**Run 1: cell sizes after repair**

Bar = 50 µm.
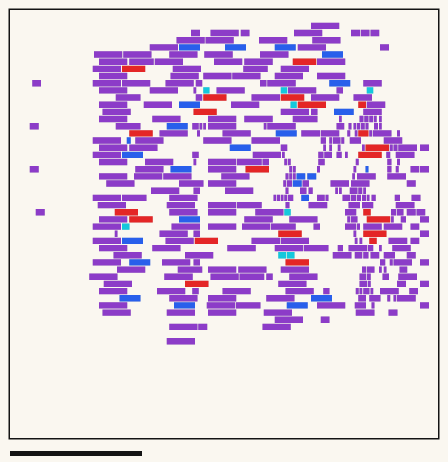
**Run 1: routed clock nets over the placement**

Bar = 50 µm.
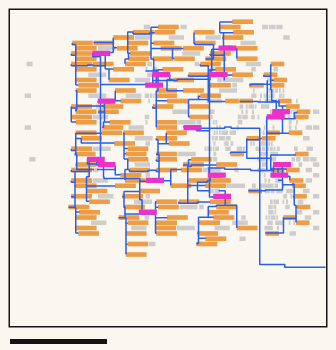
**Run 1: sequential cells grouped by signal name**

Bar = 50 µm.
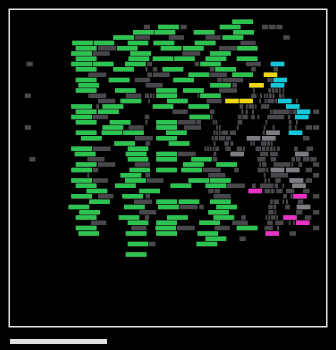
## src/rtl/fifo_pkg.sv

```systemverilog
`default_nettype none
// ============================================================================
// Module   : fifo_pkg
// Purpose  : Shared types and sizing helpers for the parametrised sync FIFO.
// Revision : 1.0
// ============================================================================
package fifo_pkg;

    typedef enum logic [0:0] {
        FIFO_STD  = 1'b0,
        FIFO_FWFT = 1'b1
    } read_mode_e;

    // Count must represent 0..DEPTH inclusive, hence one bit beyond the address.
    function automatic int cnt_w(input int depth);
        return $clog2(depth) + 1;
    endfunction

endpackage
`default_nettype wire

```

## src/rtl/fifo_ram.sv

```systemverilog
`default_nettype none
// ============================================================================
// Module   : fifo_ram
// Purpose  : WIDTH_DATA x DEPTH storage, one synchronous write, one async read.
// Revision : 1.0
// ============================================================================
module fifo_ram
    import fifo_pkg::*;
#(
    parameter int WIDTH_DATA = 8,
    parameter int DEPTH      = 16,
    parameter int ADDR_W     = $clog2(DEPTH)
) (
    input  logic                  clk,
    input  logic                  wr_en,
    input  logic [ADDR_W-1:0]     wr_addr,
    input  logic [WIDTH_DATA-1:0] wr_data,
    input  logic [ADDR_W-1:0]     rd_addr,
    output logic [WIDTH_DATA-1:0] rd_data
);

    // Storage is intentionally not reset; only the control path is.
    logic [WIDTH_DATA-1:0] mem [DEPTH];

    always_ff @(posedge clk) begin
        if (wr_en) begin
            mem[wr_addr] <= wr_data;
        end
    end

    assign rd_data = mem[rd_addr];

endmodule
`default_nettype wire

```

## src/rtl/fifo_sync_param.sv

```systemverilog
`default_nettype none
// ============================================================================
// Module   : fifo_sync_param
// Purpose  : Single-clock FIFO with fill count, programmable thresholds,
//            overflow/underflow pulses and selectable standard/FWFT read.
// Revision : 1.0
// ============================================================================
module fifo_sync_param
    import fifo_pkg::*;
#(
    parameter int WIDTH_DATA = 8,
    parameter int DEPTH      = 16,
    parameter int AF_LEVEL   = 12,
    parameter int AE_LEVEL   = 4,
    parameter int FWFT       = 0
) (
    input  logic                     clk_i,
    input  logic                     rst_i,
    input  logic                     write_i,
    input  logic [WIDTH_DATA-1:0]    data_i,
    input  logic                     read_i,
    output logic [WIDTH_DATA-1:0]    data_o,
    output logic                     empty_o,
    output logic                     full_o,
    output logic                     almost_empty_o,
    output logic                     almost_full_o,
    output logic [cnt_w(DEPTH)-1:0]  count_o,
    output logic                     overflow_o,
    output logic                     underflow_o
);

    localparam int         ADDR_W = $clog2(DEPTH);
    localparam int         CNT_W  = cnt_w(DEPTH);
    localparam read_mode_e MODE   = (FWFT != 0) ? FIFO_FWFT : FIFO_STD;

    // ------------------------------------------------------------------
    // Elaboration-time parameter legality
    // ------------------------------------------------------------------
    if (WIDTH_DATA < 1) begin : g_bad_width
        $error("fifo_sync_param: WIDTH_DATA must be >= 1");
    end
    if (DEPTH < 4 || (DEPTH & (DEPTH - 1)) != 0) begin : g_bad_depth
        $error("fifo_sync_param: DEPTH must be a power of two >= 4");
    end
    if (AF_LEVEL < 1 || AF_LEVEL > DEPTH - 1) begin : g_bad_af
        $error("fifo_sync_param: AF_LEVEL must be in 1..DEPTH-1");
    end
    if (AE_LEVEL < 0 || AE_LEVEL > DEPTH - 2 || AE_LEVEL >= AF_LEVEL) begin : g_bad_ae
        $error("fifo_sync_param: AE_LEVEL must be in 0..DEPTH-2 and < AF_LEVEL");
    end
    if (FWFT != 0 && FWFT != 1) begin : g_bad_fwft
        $error("fifo_sync_param: FWFT must be 0 or 1");
    end

    // ------------------------------------------------------------------
    // Control state
    // ------------------------------------------------------------------
    logic [ADDR_W-1:0]     wr_ptr;
    logic [ADDR_W-1:0]     rd_ptr;
    logic [CNT_W-1:0]      count;
    logic                  empty;
    logic                  full;
    logic                  almost_empty;
    logic                  almost_full;
    logic                  overflow;
    logic                  underflow;

    logic                  wr_acc;
    logic                  rd_acc;
    logic [CNT_W-1:0]      count_next;
    logic [WIDTH_DATA-1:0] ram_rdata;

    // A full FIFO still takes a write when a read frees a slot on the same edge.
    assign wr_acc     = write_i & (~full | read_i);
    assign rd_acc     = read_i & ~empty;
    assign count_next = count + CNT_W'(wr_acc) - CNT_W'(rd_acc);

    always_ff @(posedge clk_i) begin
        if (rst_i) begin
            wr_ptr       <= '0;
            rd_ptr       <= '0;
            count        <= '0;
            empty        <= 1'b1;
            full         <= 1'b0;
            almost_empty <= 1'b1;
            almost_full  <= 1'b0;
            overflow     <= 1'b0;
            underflow    <= 1'b0;
        end else begin
            if (wr_acc) begin
                wr_ptr <= wr_ptr + 1'b1;
            end
            if (rd_acc) begin
                rd_ptr <= rd_ptr + 1'b1;
            end
            count        <= count_next;
            empty        <= (count_next == '0);
            full         <= (count_next == CNT_W'(DEPTH));
            almost_empty <= (count_next <= CNT_W'(AE_LEVEL));
            almost_full  <= (count_next >= CNT_W'(AF_LEVEL));
            overflow     <= write_i & ~wr_acc;
            underflow    <= read_i & ~rd_acc;
        end
    end

    // ------------------------------------------------------------------
    // Storage
    // ------------------------------------------------------------------
    fifo_ram #(
        .WIDTH_DATA (WIDTH_DATA),
        .DEPTH      (DEPTH),
        .ADDR_W     (ADDR_W)
    ) u_ram (
        .clk     (clk_i),
        .wr_en   (wr_acc),
        .wr_addr (wr_ptr),
        .wr_data (data_i),
        .rd_addr (rd_ptr),
        .rd_data (ram_rdata)
    );

    // ------------------------------------------------------------------
    // Read data path
    // ------------------------------------------------------------------
    if (MODE == FIFO_FWFT) begin : g_fwft
        // Head word is presented before it is popped; zero while empty.
        assign data_o = empty ? '0 : ram_rdata;
    end else begin : g_std
        logic [WIDTH_DATA-1:0] data_q;

        always_ff @(posedge clk_i) begin
            if (rst_i) begin
                data_q <= '0;
            end else if (rd_acc) begin
                data_q <= ram_rdata;
            end
        end

        assign data_o = data_q;
    end

    assign empty_o        = empty;
    assign full_o         = full;
    assign almost_empty_o = almost_empty;
    assign almost_full_o  = almost_full;
    assign count_o        = count;
    assign overflow_o     = overflow;
    assign underflow_o    = underflow;

endmodule
`default_nettype wire

```

## config.mk

```make
export PLATFORM = sky130hd
export DESIGN_NAME = fifo_sync_param
export DESIGN_NICKNAME = d
export VERILOG_FILES = /design/src/rtl/fifo_pkg.sv /design/src/rtl/fifo_ram.sv /design/src/rtl/fifo_sync_param.sv
export SDC_FILE = /design/constraint.sdc
export NUM_CORES = 1
export LEC_CHECK = 0
export CAP_MARGIN = 15
export CORE_MARGIN = 3
export CORE_UTILIZATION = 25
export DETAILED_ROUTE_END_ITERATION = 8
export GPL_ROUTABILITY_DRIVEN = 0
export HOLD_SLACK_MARGIN = 0.06
export PLACE_DENSITY = 0.47
export SETUP_SLACK_MARGIN = 0.02
export SLEW_MARGIN = 20
export SYNTH_ARGS = -nofsm -noshare
export SYNTH_HDL_FRONTEND = slang
export SYNTH_HIERARCHICAL = 1
export SYNTH_SLANG_ARGS = --single-unit
```

## constraint.sdc

```tcl
create_clock -name clk_i -period 4.8 [get_ports clk_i]
set_input_delay 0.48 -clock clk_i [delete_from_list [all_inputs] [get_ports clk_i]]
set_output_delay 0.48 -clock clk_i [all_outputs]
set_load 0.01 [all_outputs]
```

==> impl_metrics.json, run 1 <==
{
  "status": "completed",
  "clk_pin_slew_ps": 60,
  "critPathSlowestCell": "clkdlybuf4s50_1",
  "openroad.warnings": 26,
  "crit_path_start_kind": "primary input",
  "stdcell_count": 716,
  "portBuffers": 30,
  "root_buffer": "clkbuf_16",
  "tightest_slew_ps": 1069,
  "ant_nets": 0,
  "max_freq_mhz": 346.3,
  "critPathTopFamily": "buffers and inverters",
  "die-area_um2": 26380,
  "via_per_inst": 4.327,
  "drtIter0Drc": 259,
  "logic_family": "multiplexers",
  "fp-row-count": 56,
  "power.density_nw_per_um2": 478.8,
  "final_cell_area_um2": 7295,
  "cp.arrival_ps": 3200,
  "slew_viol_final": 0,
  "chipHeight_um": 162.4,
  "clock_latency_ps": 420,
  "synthesis.area_um2": 6117,
  "crit_path_max_fanout": 13,
  "cts_hold_buf": 0,
  "ys_sh_adder_pct": 1.759,
  "clock_path_buffers": 2,
  "finalClockPeriodUsage_pct": 60.16,
  "mux_share_pct": 12.64,
  "synthFlopType": "edfxtp_1",
  "h-tree-depth": 4,
  "power_mw": 3.492,
  "p_leak_nw": 2.347,
  "area_delta_synth_final_pct": 19.25,
  "cts_tree": "yes",
  "ys_ff": 155,
  "overflow": 0,
  "cp.required_ps": 5110,
  "place_area_um2": 6748,
  "layout-drive-gt1-share_pct": 13.85,
  "yosysWarnings": 6,
  "grt.total_usage_pct": 10.32,
  "grt_max_degree": 36,
  "drv_cap": 0,
  "critPathKind": "in -> reg",
  "initCoreUtil_pct": 25.75,
  "dieWidth_um": 162.4,
  "synth-simple-area-share_pct": 6.300,
  "core_area_um2": 23750,
  "cts_resized": 0,
  "synth.distinct_cells": 38,
  "drc": 0,
  "vias": 3098,
  "cp-end-kind": "register",
  "async_flop_share_pct": 0,
  "numCtsBuffers": 17,
  "dp_hpwl_um": 8127,
  "fin_setup_tns_ps": 0,
  "ys_sh_xor_pct": 1.432,
  "ys_chip_area_um2": 6117,
  "dp_cells": 686,
  "max_stage_delay_ps": 500,
  "syn-instance-count": 349,
  "final_nets": 406,
  "irDropWorstVdd_mv": 0.2330
}
-- 'cell sizes after repair' (at the start) --
Blue is x2, cells 25. Red is x6 and larger, cells 22. Cyan is x3 and x4, cells 8. Purple is x1 and smaller, cells 342.

-- 'routed clock nets over the placement' (at the start) --
Orange is flip-flops, count 155. Magenta is clock-net drivers, count 17. Blue is clock wires, length 1820 µm.
There are 18 routed clock nets.

-- 'sequential cells grouped by signal name' (at the start) --
Cyan is `data_o`, placed flops 8. Yellow is `rd_ptr`, placed flops 4, where top right. Green is `u_ram/mem`, placed flops 128. Magenta is `count_o`, placed flops 5.

-- run 1: path summary, 6_finish.rpt --
kind	start	slack, ps	cells past startpoint	to
worst max-delay path	read_i	1910	12	full_o
worst min-delay path	data_o[2]	460	2	data_o[2]
worst max register to register	empty_o	2040	11	full_o
worst min register to register	data_o[2]	460	2	data_o[2]
-- run 1: metrics by stage --
stage	worst slack, ps	hold slack [ps]
6_report	1913	455.9
5_1_grt	1656	491.2
4_1_cts	1906	461.4
3_5_place_dp	1464	452.9
3_3_place_gp	1511	451.8
2_1_floorplan	2121	480.5
-- run 1: layer usage --
layer	routed length (µm)	global-route usage [%]
met3	520	2.467
met4	221	4.420
met1	5963	13.53
met5	0	0
met2	6182	16.42
-- run 1: tightest hold or removal path: cells and delay by family, from the launching register on --
family	cells	cell delay (ps)
compound gates	1	50
flops	1	310
simple gates	1	50
-- run 1: synth_stat cells, types with 3 or more instances --
cell type          n  share of area [%]
nor2_1            26                1.6
buf_2              5               0.41
ha_1               7                1.4
inv_1             10               0.61
nand3_1            4               0.33
clkdlybuf4s25_2    3               0.49
a21oi_1           11               0.90
nand2b_1           5               0.51
xnor2_1            4               0.57
nor2b_1            3               0.31
mux4_1            14                6.0
mux4_2            18                6.6
xor2_1             6               0.86
a22oi_1           16                2.0
dfxtp_1           27                8.8
nor3_1             5               0.41
edfxtp_1         128                 63
nand2_1           31                1.9
buf_6              3               0.55
-- run 1: area by class of cell --
type | instances | area [µm²]
Fill cell | 2299 | 16460
Sequential cell | 155 | 4385
Multi-Input combinational cell | 168 | 1599
Clock buffer | 17 | 425.4
Tap cell | 319 | 399.1
Timing Repair Buffer | 33 | 322.8
Clock inverter | 13 | 121.4
Inverter | 11 | 41.29
-- run 1: power by group --
| group | total, mW | internal [mW] | switching [mW] |
|---|---|---|---|
| registers | 1.61 | 1.53 | 0.0718 |
| logic | 0.645 | 0.323 | 0.322 |
| clock network | 1.24 | 0.712 | 0.529 |
| total | 3.49 | 2.57 | 0.923 |
-- run 1: layout by cell type (no fill, tap or decap), drive strengths merged, types with 5 or more instances in the layout --
cell type,netlist,layout
ha,7,7
clkinv,0,6
a21oi,11,11
nand2,31,31
inv,11,15
dfxtp,27,27
nor3,5,5
clkdlybuf4s50,0,30
nor2,26,26
mux4,32,32
a22oi,16,16
xor2,6,6
clkbuf,2,17
edfxtp,128,128
nand2b,5,5
-- run 1: state kept, by name, summed over array words and instances, names as in the netlist --
name            flops
count_o             5
empty_o             1
u_ram/mem         128
overflow_o          1
almost_empty_o      1
underflow_o         1
data_o              8
wr_ptr              4
rd_ptr              4
almost_full_o       1
full_o              1
-- run 1: cell families after synthesis --
group	count (synthesis)
DFF	155
and+or+nand+nor	84
AOI/OAI and AO/OA	34
muxes	32
buffers and inverters	26
xor gates and xnor gates	10
adders and majority gates	8
**Run 1: close-up of the layout**

Region (107, 26) to (137, 56) µm. Cells in gray, sequential cells in the stronger gray; small squares are vias.
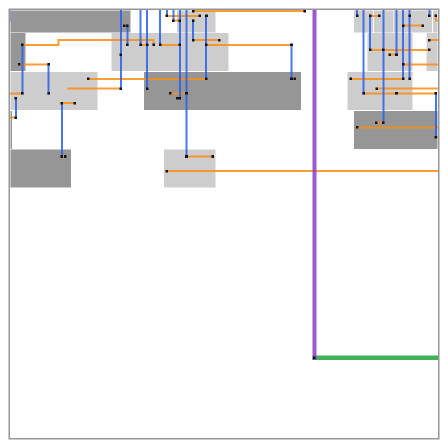

==> run 2, diff against run 1 <==
Settings changed: PLACE_DENSITY 0.47 to 0.48.
Clock period 4.8 ns to 2.4 ns, I/O delays scaled along.
**Run 2: close-up of the layout**

Region (107, 26) to (137, 56) µm. Cells in gray, sequential cells in the stronger gray; small squares are vias.
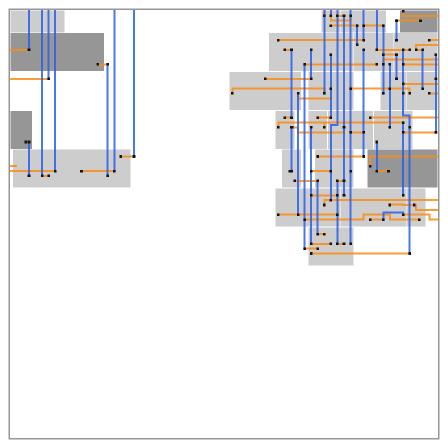
Orange is M1. Blue is M2.
22 logic cells have their middle in the window. Most frequent: nor2_1 (3), inv_1 (2), ha_1 (2). Netlist names of flops here include `almost_empty_o` (1), `u_ram/mem` (1). Sequential cells in the window: 2.

**Run 2: the clock network**

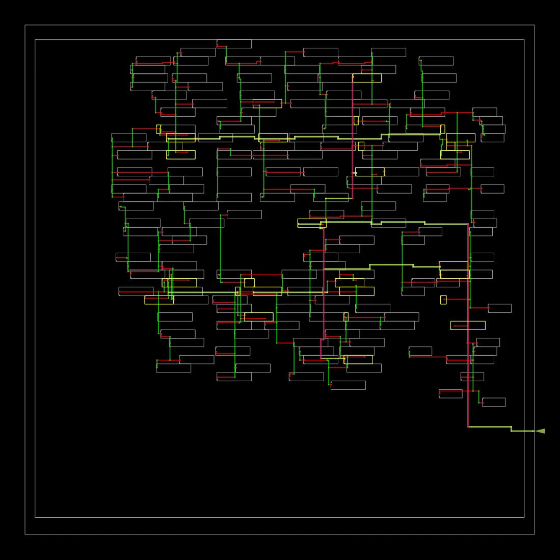
seq_cells: 155
TritonCTS buffer count: 17
Clock buffer cells: 19
clk sink count: 155
Final Skew: 5.017 ps

==> impl_metrics.json, run 2 <==
{
  "slew_viol_final": 0,
  "area_delta_synth_final_pct": 24.14,
  "core_area_um2": 23750,
  "stdcell_count": 746,
  "clk_pin_slew_ps": 60,
  "yosysWarnings": 6,
  "cp.buffers_inverters": 3,
  "grt_pass1_wl_um": 19900,
  "finalClockPeriodUsage_pct": 94.57,
  "critPathKind": "in -> reg",
  "topCellsByArea": "edfxtp_1 63%, dfxtp_1 8.8%, mux4_2 6.6%",
  "largest_area_cell": "edfxtp_1",
  "fp_nets": 369,
  "clock_latency_ps": 420,
  "h-tree-depth": 4,
  "io_pins": 31,
  "dp_hpwl_um": 8263,
  "grt.total_usage_pct": 10.22,
  "final_nets": 437,
  "cp.arrival_ps": 2580,
  "grt_pass1_vias": 3462,
  "power_mw": 7.275,
  "pre_cts_ws_ps": -338.9,
  "final_cell_area_um2": 7594,
  "setup_slack_ps": 130.3,
  "busiest_layer": "met2",
  "regMostFlops": "u_ram/mem",
  "drtIter0Drc": 222,
  "critPathTopFamily": "adder cells",
  "rsz0062_at_grt": "no",
  "relSlewSlack_pct": 58.08,
  "overflow": 0,
  "async_flop_share_pct": 0,
  "wl_um": 12770,
  "synthFlopType": "edfxtp_1",
  "place_area_um2": 7030,
  "portBuffers": 30,
  "die-area_um2": 26380,
  "antenna-diode-count": 0,
  "max_stage_delay_ps": 490,
  "grtUsageMet2_pct": 16.44,
  "dieWidth_um": 162.4,
  "power.density_nw_per_um2": 958.1,
  "timing.rr.start": "full_o",
  "openroad.warnings": 26,
  "crit_path_max_fanout": 5,
  "ys_top_cells_by_count": "128 x edfxtp_1, 31 x nand2_1, 27 x dfxtp_1",
  "status": "completed",
  "cts_setup_buffers": 0,
  "yosysMostFrequentCell": "edfxtp_1",
  "period_minus_slack_ps": 2270,
  "met1_usage_pct": 13.06,
  "vias": 3220,
  "irDropWorstVdd_mv": 0.4621,
  "crit_path_start_kind": "primary input",
  "cts_tree": "yes",
  "ys_chip_area_um2": 6117,
  "antenna_found_initial": 0,
  "fill_cells": 2280,
  "startpoint": "read_i",
  "synthesis.area_um2": 6117,
  "wl_per_cell_um": 17.12,
  "syn-instance-count": 349,
  "tightest_slew_ps": 627.5,
  "synth.distinct_cells": 38,
  "grt_max_degree": 36,
  "via_per_inst": 4.316,
  "cp.required_ps": 2710,
  "cp-end-kind": "register",
  "grt_util_met3_pct": 3.179,
  "path_cells": "clkdlybuf4s50_1 -> nand2b_4 -> nand2_1 -> ha_1 -> inv_1 -> ha_1 -> inv_1 -> fa_2 -> nand2b_4 -> a21oi_4 -> xnor2_4 -> and4bb_1",
  "drc": 0,
  "syn_area_per_cell_um2": 17.53,
  "p_leak_nw": 2.529,
  "drt_pass1_iterations": 4,
  "max_freq_mhz": 440.6,
  "layout_top_cells": "128 x edfxtp_1, 32 x buf_4, 31 x nand2_1, 30 x clkdlybuf4s50_1, 26 x nor2_1",
  "root_buffer": "clkbuf_16",
  "largest_reg_flops": 128,
  "critPathSlowestCell": "clkdlybuf4s50_1",
  "ys_cells": 349,
  "finalHoldViolations": 0,
  "fp-row-count": 56,
  "drv_cap": 0,
  "initCoreUtil_pct": 25.75,
  "lay_top_count": "edfxtp_1",
  "hold_class": "in -> reg",
  "synth_top_area_share_pct": 62.83,
  "seq_area_um2": 4387,
  "min-delay-start": "rst_i",
  "layout-drive-gt1-share_pct": 20.61,
  "ys_seq_share_pct": 71.67,
  "fin_setup_tns_ps": 0,
  "clock_path_buffers": 2,
  "comb_area_um2": 1648,
  "edf_count": 128,
  "ys_ff": 155,
  "dp_cells": 717,
  "ant_nets": 0,
  "chipHeight_um": 162.4,
  "setup_viol_count_final": 0
}
==> run 2: cell counts after synthesis <==
No cell type changed its count.
==> run 2: cell families (layout without fill, tap and decap cells) <==
logic type                 count (synthesis)  count (layout)  synth area share [%]
buffers and inverters                     26             104                 2.434
DFF                                      155             155                 71.67
muxes                                     32              32                 12.64
AOI/OAI and AO/OA                         34              34                 3.764
and+or+nand+nor                           84              84                 6.300
adders and majority gates                  8               8                 1.759
xor gates and xnor gates                  10              10                 1.432
==> run 2: repair_timing <==
item | CTS | global route
hold buffers | 0 | 0
resized | 0 | 4
endpoints found under the hold margin | 0 | 0
setup endpoints to repair | 0 | 4
==> run 2: final cells by class <==
class	count	share of cell area (%)
multi-input cells	168	21.70
repair buffers	64	7.645
clock inverters	10	1.351
well taps	319	5.256
clock buffers	19	5.701
flip-flops and latches	155	57.77
inverters	11	0.5767
==> run 2: worst paths after layout <==
check                           slack (ps)  cells after the start    endpoint
worst min-delay path                   380                      2  count_o[3]
worst max register to register         170                     11      full_o
worst min register to register         450                      2   data_o[0]
worst max-delay path                   130                     12      full_o
==> run 2: stage by stage <==
stage                     hold WS (ps)  utilization (%)
after floorplan                  338.9                -
after global placement           447.8            29.60
after detailed placement         449.6            29.60
after CTS                        370.2            31.85
after global routing             377.9            31.97
final                            383.9            31.97
==> run 2: where the power goes <==
part           total [mW]  internal (mW)  switching [mW]
sequential           3.17           3.07          0.0940
clock                2.48           1.50           0.985
combinational        1.63          0.830           0.799
total                7.28           5.40            1.88
==> run 2: metal layers <==
layer | vias to the layer above | routed length, µm
li1 | 1494 | -
met1 | 1637 | 5955
met2 | 75 | 5997
met3 | 14 | 617
met4 | 0 | 202
met5 | - | 0
==> run 3, diff against run 2 <==
Settings changed: ABC_CLOCK_PERIOD_IN_PS from default to 2400.
**Run 3: close-up of the layout**

Region (107, 26) to (137, 56) µm. Cells in gray, sequential cells in the stronger gray; small squares are vias.
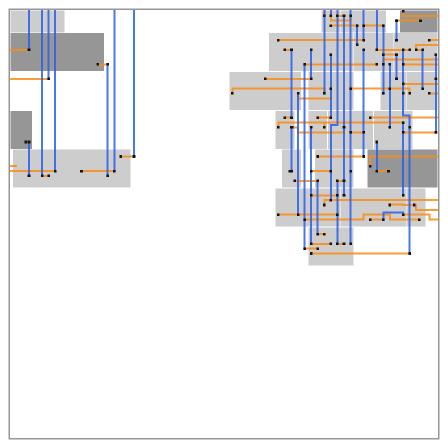

==> impl_metrics.json, run 3 <==
{
  "status": "completed",
  "dieWidth_um": 162.4,
  "portBuffers": 30,
  "power_mw": 7.275,
  "yosysWarnings": 6,
  "ys_seq_share_pct": 71.67,
  "synth_top_area_share_pct": 62.83,
  "syn-instance-count": 349,
  "drt_pass1_iterations": 4,
  "grt_pass1_wl_um": 19900,
  "antenna-diode-count": 0,
  "stdcell_count": 746,
  "lay_top_count": "edfxtp_1",
  "period_minus_slack_ps": 2270,
  "edf_count": 128,
  "antenna_found_initial": 0,
  "synth.distinct_cells": 38,
  "max_freq_mhz": 440.6,
  "crit_path_max_fanout": 5,
  "largest_area_cell": "edfxtp_1",
  "via_per_inst": 4.316,
  "setup_slack_ps": 130.3,
  "ff2ff_path_depth": 11,
  "clk_pin_slew_ps": 60,
  "cts_tree": "yes",
  "die-area_um2": 26380,
  "ys_ff": 155,
  "hold_class": "in -> reg",
  "core_area_um2": 23750,
  "io_pins": 31,
  "fin_hold_ws_ps": 383.9,
  "syn_area_per_cell_um2": 17.53,
  "setup_viol_count_final": 0,
  "clock_sinks": 155,
  "ys_top_cells_by_count": "128 x edfxtp_1, 31 x nand2_1, 27 x dfxtp_1",
  "ys_cells": 349,
  "pre_cts_ws_ps": -338.9,
  "wl_per_cell_um": 17.12,
  "cp.required_ps": 2710,
  "tightest_slew_ps": 627.5,
  "grt_pass1_vias": 3462,
  "grt_max_degree": 36,
  "clock_path_buffers": 2,
  "cts_setup_buffers": 0,
  "layout-drive-gt1-share_pct": 20.61,
  "hold_depth": 2,
  "cts_hold_buf": 0,
  "vias": 3220,
  "fill_cells": 2280,
  "critPathKind": "in -> reg",
  "drtIter0Drc": 222,
  "largest_reg_flops": 128,
  "crit_path_start_kind": "primary input",
  "place_area_um2": 7030,
  "ys_chip_area_um2": 6117,
  "chipHeight_um": 162.4,
  "initCoreUtil_pct": 25.75,
  "relSlewSlack_pct": 58.08,
  "cp-end-kind": "register",
  "finalHoldViolations": 0,
  "yosysMostFrequentCell": "edfxtp_1",
  "fp_nets": 369,
  "wl_um": 12770,
  "finalClockPeriodUsage_pct": 94.57,
  "p_leak_nw": 2.529,
  "rsz0062_at_grt": "no",
  "regMostFlops": "u_ram/mem",
  "synthFlopType": "edfxtp_1",
  "async_flop_share_pct": 0,
  "cp.arrival_ps": 2580,
  "topCellsByArea": "edfxtp_1 63%, dfxtp_1 8.8%, mux4_2 6.6%",
  "dp_hpwl_um": 8263,
  "drv_cap": 0,
  "clock_latency_ps": 420,
  "final_nets": 437
}
**Run 3: sequential cells grouped by signal name**

Bar = 50 µm.
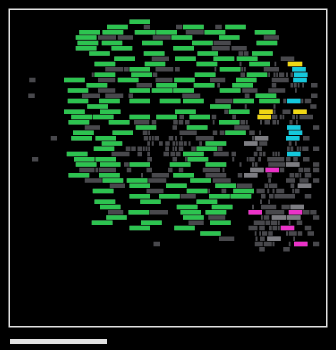
Magenta is `count_o`, placed flops 5. Yellow is `rd_ptr`, placed flops 4. Green is `u_ram/mem`, placed flops 128. Cyan is `data_o`, placed flops 8.
Another 10 sequential cells are not colored.
P_seq: 3.17 mW
flop share of the area: 57.77%
Register Area: 4387 µm²
post-layout util: 31.97%

-- run 3: cell counts after synthesis --
Identical to the previous run, type by type.
-- run 3: worst max-delay path, stage by stage --
cell,delay (ps)
clkdlybuf4s50_1,490
nand2b_4,130
nand2_1,80
ha_1,290
inv_1,50
ha_1,150
inv_1,60
fa_2,370
nand2b_4,160
a21oi_4,180
xnor2_4,160
and4bb_1,210
-- run 3: logic make-up (layout without fill, tap and decap cells) --
logic type,after synthesis,after routing,share of synthesized area (%)
flops,155,155,71.67
simple gates,84,84,6.300
compound gates,34,34,3.764
mux,32,32,12.64
buf+inv,26,104,2.434
xor+xnor,10,10,1.432
fa+ha+maj,8,8,1.759
-- run 3: per-layer routing --
metal  vias to the layer above  GRT usage (%)  part of all wire (%)
li1                       1494              -                     -
met1                      1637          13.06                    47
met2                        75          16.44                    47
met3                        14          3.179                   4.8
met4                         0          3.684                   1.6
met5                         -              0                     0
-- run 3: final timing paths --
path | startpoint | end | slack [ps]
min reg2reg | data_o[0] | data_o[0] | 450
min | rst_i | count_o[3] | 380
max reg2reg | full_o | full_o | 170
max | read_i | full_o | 130
-- run 3: final cells by class --
class	instances	area, µm²	share of cell area (%)
clock buffer	19	432.9	5.701
clock inverter	10	102.6	1.351
inverter	11	43.79	0.5767
multi-input combinational	168	1648	21.70
sequential	155	4387	57.77
tap	319	399.1	5.256
timing repair buffer	64	580.6	7.645
-- run 3: report_power, final --
part           internal [mW]  switching, mW
clock network           1.50          0.985
logic                  0.830          0.799
registers               3.07         0.0940
Power figures rest on the tool's default switching activity, not on a simulated workload.
